--- config.mk ---
export PLATFORM = sky130hd
export DESIGN_NAME = hdmi_pattern_gen
export DESIGN_NICKNAME = d
export VERILOG_FILES = /design/src/rtl/hdmi_pattern_gen.sv
export SDC_FILE = /design/constraint.sdc
export NUM_CORES = 1
export LEC_CHECK = 0
export ABC_CLOCK_PERIOD_IN_PS = 4600
export CAP_MARGIN = 20
export CORE_ASPECT_RATIO = 0.9
export CORE_MARGIN = 2
export CORE_UTILIZATION = 35
export CTS_CLUSTER_SIZE = 28
export DETAILED_ROUTE_END_ITERATION = 10
export PLACE_DENSITY = 0.58
export REMOVE_ABC_BUFFERS = 1
export SLEW_MARGIN = 20
export SYNTH_ARGS = -nofsm -noshare
export SYNTH_HDL_FRONTEND = slang
export SYNTH_SLANG_ARGS = --single-unit
--- constraint.sdc ---
create_clock -name clk_pixel -period 4.6 [get_ports clk_pixel]
set_input_delay 0.46 -clock clk_pixel [delete_from_list [all_inputs] [get_ports clk_pixel]]
set_output_delay 0.46 -clock clk_pixel [all_outputs]
set_load 0.01 [all_outputs]
--- src/rtl/hdmi_pattern_gen.sv ---
// Test-pattern source for the HDMI path: border, colour bars, scrolling
// checkerboard, animated grey ramp and black, with mode switching and a
// frame counter that both update only at frame start (cx==0 && cy==0).
//
// Ports:
//   clk_pixel, reset      pixel clock, synchronous active-high reset
//   mode                  requested pattern, latched at frame start
//   cx, cy                current pixel position from the hdmi core
//   screen_start_x/y      first active column/row
//   frame_width/height    total frame size
//   screen_width/height   active area size
//   rgb                   {R,G,B} pixel, one cycle after cx/cy
//   active_mode           pattern currently rendered
//   frame_count           frames started since reset (wraps)
module hdmi_pattern_gen #(
  parameter int unsigned BIT_WIDTH    = 10,
  parameter int unsigned BIT_HEIGHT   = 10,
  parameter int unsigned COLOR_DEPTH  = 8,
  parameter int unsigned CHECKER_LOG2 = 5,
  parameter int unsigned SCROLL_STEP  = 1
) (
  input  logic                     clk_pixel,
  input  logic                     reset,
  input  logic [2:0]               mode,
  input  logic [BIT_WIDTH-1:0]     cx,
  input  logic [BIT_WIDTH-1:0]     screen_start_x,
  input  logic [BIT_WIDTH-1:0]     frame_width,
  input  logic [BIT_WIDTH-1:0]     screen_width,
  input  logic [BIT_HEIGHT-1:0]    cy,
  input  logic [BIT_HEIGHT-1:0]    screen_start_y,
  input  logic [BIT_HEIGHT-1:0]    frame_height,
  input  logic [BIT_HEIGHT-1:0]    screen_height,
  output logic [3*COLOR_DEPTH-1:0] rgb,
  output logic [2:0]               active_mode,
  output logic [15:0]              frame_count
);

  localparam int unsigned CW   = COLOR_DEPTH;
  localparam int unsigned RGBW = 3 * COLOR_DEPTH;
  localparam int unsigned AW   = BIT_WIDTH + 1;
  localparam logic [BIT_WIDTH-1:0] STEP = BIT_WIDTH'(SCROLL_STEP);
  localparam logic [CW-1:0]        WHT  = {CW{1'b1}};
  localparam logic [CW-1:0]        BLK  = {CW{1'b0}};

  // Registered state
  logic [RGBW-1:0] rgb_q, rgb_d;
  logic [2:0]      active_mode_q, active_mode_d;
  logic [15:0]     frame_count_q, frame_count_d;
  logic [2:0]      bar_q, bar_d;
  logic [AW-1:0]   acc_q, acc_d;

  // Combinational helpers
  logic                  fs;
  logic                  in_active;
  logic                  line_start;
  logic [BIT_WIDTH-1:0]  k;
  logic [BIT_HEIGHT-1:0] j;
  logic [BIT_WIDTH-1:0]  s;
  logic [BIT_WIDTH-1:0]  ks;
  logic [2:0]            bar_cur;
  logic [AW-1:0]         acc_cur;
  logic [AW-1:0]         acc_sum;
  logic [AW-1:0]         width_ext;
  logic [CW-1:0]         r_c, g_c, b_c;
  logic [RGBW-1:0]       pix;

  // Only single bits of some offsets are consumed; screen_height is informational.
  logic geom_unused;
  assign geom_unused = ^{screen_height, ks, j};

  // Standard bar order: white, yellow, cyan, green, magenta, red, blue, black.
  function automatic logic [RGBW-1:0] bar_color(input logic [2:0] b);
    case (b)
      3'd0:    bar_color = {WHT, WHT, WHT};
      3'd1:    bar_color = {WHT, WHT, BLK};
      3'd2:    bar_color = {BLK, WHT, WHT};
      3'd3:    bar_color = {BLK, WHT, BLK};
      3'd4:    bar_color = {WHT, BLK, WHT};
      3'd5:    bar_color = {WHT, BLK, BLK};
      3'd6:    bar_color = {BLK, BLK, WHT};
      default: bar_color = {BLK, BLK, BLK};
    endcase
  endfunction

  // Next-state and pixel generation
  always_comb begin
    fs         = (cx == '0) && (cy == '0);
    k          = cx - screen_start_x;
    j          = cy - screen_start_y;
    in_active  = (cx >= screen_start_x) && (cy >= screen_start_y);
    line_start = (cx == screen_start_x);
    s          = BIT_WIDTH'(frame_count_q) * STEP;
    ks         = k + s;
    width_ext  = {1'b0, screen_width};

    // Bar index tracks floor(8k/screen_width): acc holds 8k mod screen_width
    // and is stepped by 8 per pixel, so no divider is needed.
    bar_cur = line_start ? 3'd0 : bar_q;
    acc_cur = line_start ? '0 : acc_q;
    acc_sum = acc_cur + AW'(8);
    bar_d   = bar_cur;
    acc_d   = acc_cur;
    if (bar_cur != 3'd7) begin
      if (acc_sum >= width_ext) begin
        bar_d = bar_cur + 3'd1;
        acc_d = acc_sum - width_ext;
      end else begin
        acc_d = acc_sum;
      end
    end

    // Border channels
    r_c = (cx == screen_start_x) ? WHT : BLK;
    g_c = (cy == screen_start_y) ? WHT : BLK;
    b_c = ((cx == (frame_width - BIT_WIDTH'(1))) ||
           (cy == (frame_height - BIT_HEIGHT'(1)))) ? WHT : BLK;

    pix = '0;
    case (active_mode_q)
      3'd0: pix = {r_c, g_c, b_c};
      3'd1: if (in_active) pix = bar_color(bar_cur);
      3'd2: if (in_active && (ks[CHECKER_LOG2] ^ j[CHECKER_LOG2])) pix = {RGBW{1'b1}};
      3'd3: if (in_active) pix = {3{CW'(ks)}};
      default: pix = '0;
    endcase

    rgb_d         = pix;
    active_mode_d = fs ? mode : active_mode_q;
    frame_count_d = fs ? frame_count_q + 16'd1 : frame_count_q;
  end

  // State register
  always_ff @(posedge clk_pixel) begin
    if (reset) begin
      rgb_q         <= '0;
      active_mode_q <= 3'd0;
      frame_count_q <= 16'd0;
      bar_q         <= 3'd0;
      acc_q         <= '0;
    end else begin
      rgb_q         <= rgb_d;
      active_mode_q <= active_mode_d;
      frame_count_q <= frame_count_d;
      bar_q         <= bar_d;
      acc_q         <= acc_d;
    end
  end

  assign rgb         = rgb_q;
  assign active_mode = active_mode_q;
  assign frame_count = frame_count_q;

endmodule

==> results.toml <==
# yosys + openroad results
[cells_and_area]
comb_area_um2 = 3220
design_area_um2 = 6430
comb_share = 0.501
fin_cells = 890
antennaDiodeCount = 0
nonClkBufAreaFrac = 0.201
inverters = 69
fillers = 1325
seq_share = 0.177
largest_register_ff_count = 24

[worst_setup_path]
r2r-start = "frame_count[1]"
cp_max_fo = 6
crit_chain = "clkdlybuf4s50_1, ha_1, and4_1, or3b_2, nand2_1, inv_1, ha_1, nor2b_1, o31a_1, o2111a_1, o21ai_1, nand2_1, mux2_2, o21a_1"
critPathKind = "primary input to flop"
cp_slowest_cell = "or3b_2"
worstPathRequired_ps = 4810
arrival_ps = 4290
rr_worst_depth = 11
r2r_end = "rgb[11]"

[power_and_ir_drop]
internal_power_w = 0.00145
sw_frac_of_total = 0.329
leakage_nw = 2.68
power.group.top = "combinational cells"
powerSeq_w = 0.000578
power_density_nw_per_um2 = 336

[min_path]
hold_end = "frame_count[8]"
whs_path_depth = 2

[floorplanning]
fp.dieH_um = 114
die_w_um = 126

[global_routing]
grt_max_degree = 22
grt_use_total = 0.196
grt_pass1_vias = 4625
grt_pass1_wl_um = 22800

[place]
place_ws_ps = 220
dp_cells = 874

[run_status]
status = "complete, no violations"

[sta]
finClkSkew_ps = 6.72

[routing]
wl_met2_um = 6250
wl_met3_um = 732

[synthesis]
syn_avg_cell_area_um2 = 7.95
top_area_frac = 0.244
ys_types = 63

[clock_network]
clk_pin_slew_worst_paths_ps = 50
Fig. 1: layout detail
Region (79, 13) to (109, 43) um. Cells in gray, sequential cells in the stronger gray; small squares are vias.
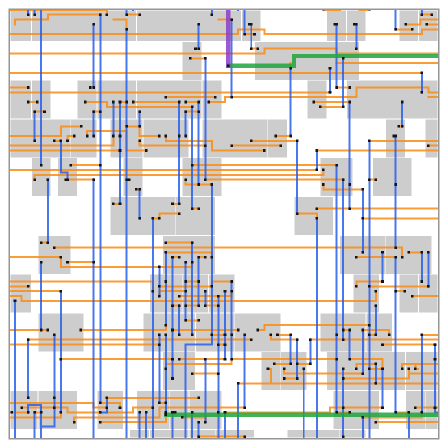
green -> met3
orange -> met1
purple -> met4
blue -> met2
sequential cells in the window = 0
cells with their middle in the window = 61
most frequent = inv_1 (17)

Fig. 2: register map, names as in the netlist
Bar = 50 um.
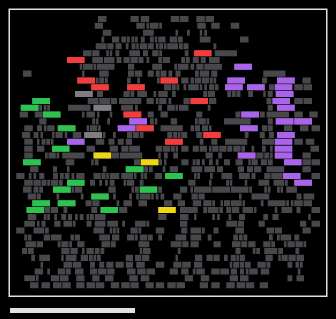
purple -> rgb  # sequential cells 24
yellow -> active_mode  # sequential cells 3
green -> frame_count  # sequential cells 16
red -> acc_q  # sequential cells 11
not colored = 3

Fig. 3: clock wires, drivers and flops
Bar = 50 um.
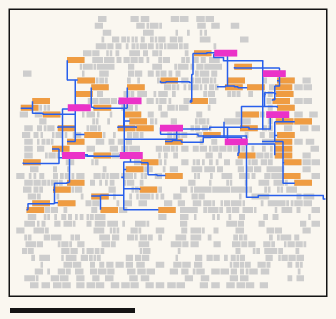
blue -> clock wires  # length 848 um
orange -> flip-flops  # count 57
magenta -> cells driving clock nets  # count 9
routed clock nets = 10

Fig. 4: clock nets
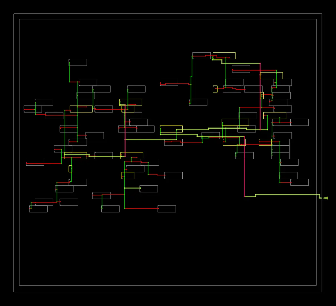
CTS buffer count: 9
Clock Power: 0.000679 W
flop count: 57
clk_lat worst skew: 330 ps
clock buffer count: 14

Power figures rest on the tool's default switching activity, not on a simulated workload.
